**src/rtl/cpu_seq_ctrl_pkg.sv**
```systemverilog
// ---------------------------------------------------------------------------
// cpu_seq_ctrl_pkg
// Shared definitions for the RV32I multi-cycle sequencer:
//   - seq_state_e     : 3-bit sequencer state encoding
//   - PC_SEL_*        : next-PC source select driven to the PC mux
//   - ALU_* (control) : decoder ALU codes that steer the next-PC select
//   - next_pc_sel()   : maps a retiring instruction's ALU code and the
//                       branch flag onto a PC_SEL_* value
// Only the ALU codes that change control flow live here; every other code
// falls through to PC+4.
// ---------------------------------------------------------------------------
package cpu_seq_ctrl_pkg;

  typedef enum logic [2:0] {
    SEQ_FETCH  = 3'd0,
    SEQ_DECODE = 3'd1,
    SEQ_EXEC   = 3'd2,
    SEQ_MEM    = 3'd3,
    SEQ_WB     = 3'd4,
    SEQ_HALT   = 3'd5,
    SEQ_FAULT  = 3'd6
  } seq_state_e;

  localparam logic [1:0] PC_SEL_PLUS4 = 2'b00;
  localparam logic [1:0] PC_SEL_IMM   = 2'b01;
  localparam logic [1:0] PC_SEL_RS1   = 2'b10;

  localparam logic [5:0] ALU_JAL  = 6'd1;
  localparam logic [5:0] ALU_JALR = 6'd2;
  localparam logic [5:0] ALU_BEQ  = 6'd3;
  localparam logic [5:0] ALU_BNE  = 6'd4;
  localparam logic [5:0] ALU_BLT  = 6'd5;
  localparam logic [5:0] ALU_BGE  = 6'd6;
  localparam logic [5:0] ALU_BLTU = 6'd7;
  localparam logic [5:0] ALU_BGEU = 6'd8;

  // Conditional branches only redirect when the ALU says the condition holds.
  function automatic logic [1:0] next_pc_sel(input logic [5:0] code,
                                             input logic       taken);
    case (code)
      ALU_JAL:  return PC_SEL_IMM;
      ALU_JALR: return PC_SEL_RS1;
      ALU_BEQ, ALU_BNE, ALU_BLT, ALU_BGE, ALU_BLTU, ALU_BGEU:
        return taken ? PC_SEL_IMM : PC_SEL_PLUS4;
      default:  return PC_SEL_PLUS4;
    endcase
  endfunction

endpackage

```
**src/rtl/cpu_seq_ctrl_wait_timer.sv**
```systemverilog
// ---------------------------------------------------------------------------
// cpu_seq_ctrl_wait_timer
// Counts cycles spent waiting for a memory acknowledge and flags when the
// wait has reached MEM_TIMEOUT. MEM_TIMEOUT = 0 disables the flag entirely.
// Parameters:
//   MEM_TIMEOUT : wait cycles allowed before expired (0 = never)
//   TMO_W       : counter width, 2**TMO_W must exceed MEM_TIMEOUT
// Ports:
//   clk, rst    : clock, asynchronous active-high reset
//   clear       : synchronous clear (has priority over count_en)
//   count_en    : increment this cycle
//   expired     : count has reached MEM_TIMEOUT (combinational)
// ---------------------------------------------------------------------------
module cpu_seq_ctrl_wait_timer #(
  parameter int MEM_TIMEOUT = 255,
  parameter int TMO_W       = 8
) (
  input  logic clk,
  input  logic rst,
  input  logic clear,
  input  logic count_en,
  output logic expired
);

  logic [TMO_W-1:0] count;

  always_ff @(posedge clk or posedge rst) begin
    if (rst) begin
      count <= '0;
    end else if (clear) begin
      count <= '0;
    end else if (count_en) begin
      count <= count + TMO_W'(1);
    end
  end

  assign expired = (MEM_TIMEOUT != 0) && (count == TMO_W'(MEM_TIMEOUT));

endmodule

```
**src/rtl/cpu_seq_ctrl.sv**
```systemverilog
// ---------------------------------------------------------------------------
// cpu_seq_ctrl
// Multi-cycle sequencer for the RV32I core. Steps every instruction through
// FETCH -> DECODE -> EXEC -> [MEM] -> WB and drives all datapath enables.
// HALT and FAULT are terminal until reset.
// Parameters:
//   MEM_TIMEOUT : max imem/dmem wait cycles before FAULT (0 = never)
//   TMO_W       : wait counter width
//   CNT_W       : perf counter width
// Ports:
//   clk, rst                   : clock, asynchronous active-high reset
//   imem_req/imem_ack, ir_we   : instruction fetch handshake, IR load
//   alucode, reg_we, is_load,
//   is_store, is_halt          : decoder outputs (from the held IR)
//   br_taken                   : ALU branch condition
//   dmem_req/dmem_we/dmem_ack  : data memory handshake
//   rf_we, wb_sel              : regfile write enable, 1 = load data
//   pc_we, pc_sel              : PC update enable and source select
//   halted, fault              : sticky terminal status
//   cycle_cnt, instret_cnt     : perf counters
// Build option:
//   SEQ_PERF_COUNTERS_EN : when defined, cycle_cnt/instret_cnt are live
//                          counters; otherwise both are tied to zero.
// ---------------------------------------------------------------------------
module cpu_seq_ctrl
  import cpu_seq_ctrl_pkg::*;
#(
  parameter int MEM_TIMEOUT = 255,
  parameter int TMO_W       = 8,
  parameter int CNT_W       = 32
) (
  input  logic             clk,
  input  logic             rst,
  output logic             imem_req,
  input  logic             imem_ack,
  output logic             ir_we,
  input  logic [5:0]       alucode,
  input  logic             reg_we,
  input  logic             is_load,
  input  logic             is_store,
  input  logic             is_halt,
  input  logic             br_taken,
  output logic             dmem_req,
  output logic             dmem_we,
  input  logic             dmem_ack,
  output logic             rf_we,
  output logic             wb_sel,
  output logic             pc_we,
  output logic [1:0]       pc_sel,
  output logic             halted,
  output logic             fault,
  output logic [CNT_W-1:0] cycle_cnt,
  output logic [CNT_W-1:0] instret_cnt
);

  seq_state_e state;
  logic       in_wait;
  logic       wait_ack;
  logic       tmo_expired;

  // The timer only runs while a memory request is outstanding; holding it
  // clear in every other state means it starts from zero on entry.
  assign in_wait  = (state == SEQ_FETCH) || (state == SEQ_MEM);
  assign wait_ack = (state == SEQ_FETCH) ? imem_ack : dmem_ack;

  cpu_seq_ctrl_wait_timer #(
    .MEM_TIMEOUT (MEM_TIMEOUT),
    .TMO_W       (TMO_W)
  ) u_wait_timer (
    .clk      (clk),
    .rst      (rst),
    .clear    (!in_wait),
    .count_en (in_wait && !wait_ack),
    .expired  (tmo_expired)
  );

  // An acknowledge arriving on the cycle the timer expires still wins.
  always_ff @(posedge clk or posedge rst) begin
    if (rst) begin
      state <= SEQ_FETCH;
    end else begin
      case (state)
        SEQ_FETCH: begin
          if (imem_ack)         state <= SEQ_DECODE;
          else if (tmo_expired) state <= SEQ_FAULT;
        end
        SEQ_DECODE: state <= SEQ_EXEC;
        SEQ_EXEC: begin
          if (is_halt)                  state <= SEQ_HALT;
          else if (is_load || is_store) state <= SEQ_MEM;
          else                          state <= SEQ_WB;
        end
        SEQ_MEM: begin
          if (dmem_ack)         state <= SEQ_WB;
          else if (tmo_expired) state <= SEQ_FAULT;
        end
        SEQ_WB:    state <= SEQ_FETCH;
        SEQ_HALT:  state <= SEQ_HALT;
        SEQ_FAULT: state <= SEQ_FAULT;
        default:   state <= SEQ_FETCH;
      endcase
    end
  end

  // Enables are decoded straight from state so an async reset drops any
  // in-flight request in the same cycle.
  always_comb begin
    imem_req = 1'b0;
    ir_we    = 1'b0;
    dmem_req = 1'b0;
    dmem_we  = 1'b0;
    rf_we    = 1'b0;
    wb_sel   = 1'b0;
    pc_we    = 1'b0;
    pc_sel   = PC_SEL_PLUS4;
    halted   = 1'b0;
    fault    = 1'b0;
    case (state)
      SEQ_FETCH: begin
        imem_req = 1'b1;
        ir_we    = imem_ack;
      end
      SEQ_MEM: begin
        dmem_req = 1'b1;
        dmem_we  = is_store;
      end
      SEQ_WB: begin
        pc_we  = 1'b1;
        rf_we  = reg_we;
        wb_sel = is_load;
        pc_sel = next_pc_sel(alucode, br_taken);
      end
      SEQ_HALT:  halted = 1'b1;
      SEQ_FAULT: fault  = 1'b1;
      default: ;
    endcase
  end

`ifdef SEQ_PERF_COUNTERS_EN
  logic [CNT_W-1:0] cycle_q;
  logic [CNT_W-1:0] instret_q;

  // Both counters freeze once the core stops; they wrap naturally.
  always_ff @(posedge clk or posedge rst) begin
    if (rst) begin
      cycle_q   <= '0;
      instret_q <= '0;
    end else begin
      if (state != SEQ_HALT && state != SEQ_FAULT) cycle_q <= cycle_q + CNT_W'(1);
      if (state == SEQ_WB) instret_q <= instret_q + CNT_W'(1);
    end
  end

  assign cycle_cnt   = cycle_q;
  assign instret_cnt = instret_q;
`else
  assign cycle_cnt   = '0;
  assign instret_cnt = '0;
`endif

endmodule

```
**config.mk**
```make
export PLATFORM = sky130hd
export DESIGN_NAME = cpu_seq_ctrl
export DESIGN_NICKNAME = d
export VERILOG_FILES = /design/src/rtl/cpu_seq_ctrl_pkg.sv /design/src/rtl/cpu_seq_ctrl_wait_timer.sv /design/src/rtl/cpu_seq_ctrl.sv
export SDC_FILE = /design/constraint.sdc
export NUM_CORES = 1
export LEC_CHECK = 0
export CORE_MARGIN = 4
export CORE_UTILIZATION = 35
export CTS_CLUSTER_SIZE = 30
export DETAILED_ROUTE_END_ITERATION = 6
export HOLD_SLACK_MARGIN = 0.08
export PLACE_DENSITY_LB_ADDON = 0.1
export SLEW_MARGIN = 20
export SYNTH_ARGS = -nofsm -noshare
export SYNTH_HDL_FRONTEND = slang
export SYNTH_HIERARCHICAL = 1
export SYNTH_SLANG_ARGS = --single-unit
export TNS_END_PERCENT = 5
```
**constraint.sdc**
```tcl
create_clock -name clk -period 2.45 [get_ports clk]
set_input_delay 0.245 -clock clk [delete_from_list [all_inputs] [get_ports clk]]
set_output_delay 0.245 -clock clk [all_outputs]
set_load 0.02 [all_outputs]
```
layer_met1.png
Supply wires on this layer in grey.
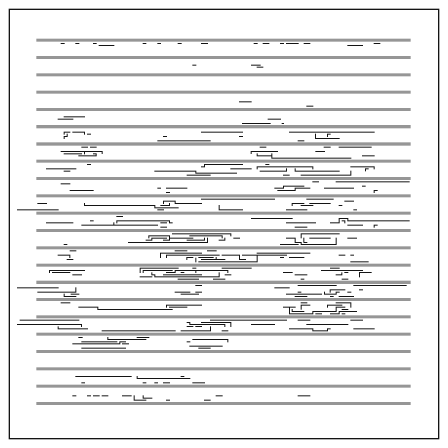
The layer holds 38% of the routed length. 136 nets have wire on it. The longest straight run is 13.3 um.
aggregate routed wire length: 2220 um
M1 GR Usage: 10.2%

layer_met2.png
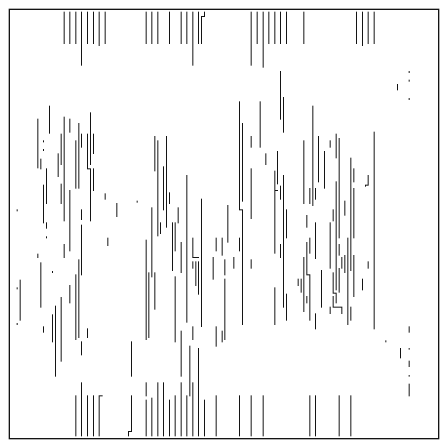
The layer holds 52% of the routed length. 175 nets have wire on it. The longest straight run is 30.9 um. The layer carries 1150 um of wire.

layer_met3.png
Bar = 20 um. Cells faint in the background.
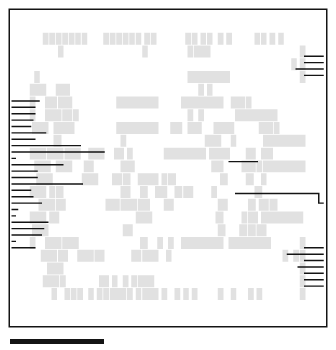
The longest straight run is 19.6 um. 37 nets have wire on it. The layer holds 10% of the routed length. The wires run mostly horizontal.

logic_types.png
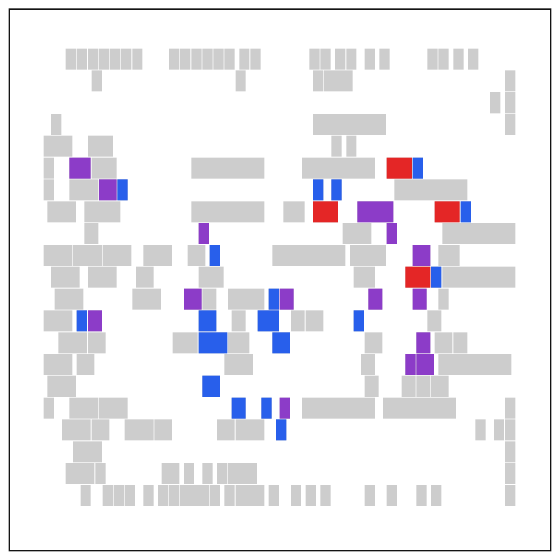
XOR/XNOR gates: marked red, cells 4, most used xor2_1. NOR gates: marked blue, cells 18, most used nor2_1. NAND gates: marked purple, cells 15, most used nand3_1.

clocks.png
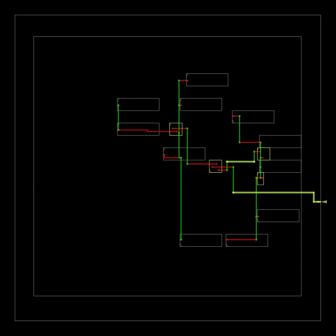
number of sinks on the clock net: 11
layout clock buffer count: 4
Clock Power: 0.122 mW
Fin Clk Skew: 0.00384 ns
insertion delay at the late pin of the worst-skew pair: 0.26 ns

==> Changelog: implementation <==
### Changed

* Fmax at 436 MHz
* Area added between synthesis and finish at 5.49%
* Tool warnings at 26
* Number of iterations in the first detailed-routing pass at 3
* Multi-input gate area at 682 sq um
* Post-Synthesis Cells at 153
* Post-route insts no fill at 222
* Largest cell class by area: combinational gates
* Fraction of layout instances using a drive strength above 1 at 5.68%
* Register with the most flip-flops: u_wait_timer/count
* Post-route fraction of the period consumed by the critical path at 93.6%
* Setup slack of the most critical reg-to-reg path at 0.58 ns
* Reported max-cap violation count at 0
* Placed wire-length estimate after detailed placement at 1880 um
* Drt wl/cell at 10.0 um
* Overflow left after global routing at 0
* Post-synth regs at 11
* Internal power at 0.448 mW
* Share of synthesized cell area in full adder, half adder and majority cells at 1.02%
* Final Net Count at 193
* Design Power at 0.855 mW
* Outcome: complete, no violations
* Sequential fraction of design power at 32.7%
* Top cells by count, synth: buf_4, nor2_1, dfrtp_1
* Leak pwr at 0.625 nW
* Complex Gates by Area at 8.13%
* Actual transition at the worst max-transition pin at 0.555 ns
* Worst endpoint data arrival time at 2.05 ns
* Number of flip-flops and latches at 11
* Switching part of the total power at 47.6%
* Root buf cell: clkbuf_4
* Floorplan die area at 4530 sq um
* Number of cell rows at 21
* Simple-gate area share of the yosys netlist at 22.9%
* Biggest registers after layout: u_wait_timer/count: 8 flops, state: 3 flops
* Total sequential power at 0.280 mW
* Number of buffers added by the clock tree synthesis step at 3
* CP Cell Sequence: nor2_2 -> nand3_1 -> and4bb_2 -> clkdlybuf4s50_1
* I/O pin total at 90
* Final hold violation count at 0
* Post-route cell area at 1300 sq um
* Post-synth tally of flip-flops with integrated enable at 0
* Crit. End Element: primary output
* WL met1 at 850 um
* Top non-seq family: buffers and inverters
* Distinct cell type count after synthesis at 37
* Multi-input gate share of the layout cell area at 52.5%
* Seq share, synth at 22.4%
* Layout clock area frac at 2.02%
* Source of the critical timing path: state[1]$_DFF_PP0_
* Reg-to-reg endpoint: u_wait_timer/count[7]$_DFFE_PP0P_
* Post-CTS setup repair buffer count at 0
* Core utilization at floorplan at 36.6%
* RSZ-0062 raised after global routing: no
* Met2 WL post-DR at 1150 um
* TritonCTS clock tree: yes
* Cell Count Post-Placement at 218
* Count of fill cells added during filler insertion at 379
* Critical-path cell with the highest stage delay: clkdlybuf4s50_1
* Reg2Reg Launch Point: state[1]$_DFF_PP0_
* Clock transition at path regs at 0.07 ns
* Ys cells at 153
* Comb. pwr at 0.454 mW
* Mean number of vias per cell at 3.85
* GR Layer Usage met2 at 16.6%
* Depth of the worst register-to-register path at 5
[placed cells by master (no fill, tap or decap), types with 2 or more instances in the layout]
| cell | Yosys | layout |
|---|---|---|
| conb_1 | 1 | 64 |
| clkdlybuf4s50_1 | 0 | 25 |
| nor2_1 | 13 | 12 |
| dfrtp_1 | 11 | 11 |
| o21ai_0 | 5 | 5 |
| nand3_1 | 5 | 5 |
| a21oi_1 | 5 | 5 |
| and2_1 | 4 | 4 |
| nand2_1 | 4 | 4 |
| or3_1 | 4 | 4 |
| clkbuf_4 | 0 | 3 |
| xor2_1 | 3 | 3 |
| and4bb_2 | 2 | 2 |
| nand2b_1 | 2 | 2 |
| a211o_1 | 2 | 2 |
| and3_1 | 2 | 2 |
| inv_1 | 2 | 2 |
| nand4_1 | 2 | 2 |
No activity file was given, so power comes from the tool's default toggle rates.
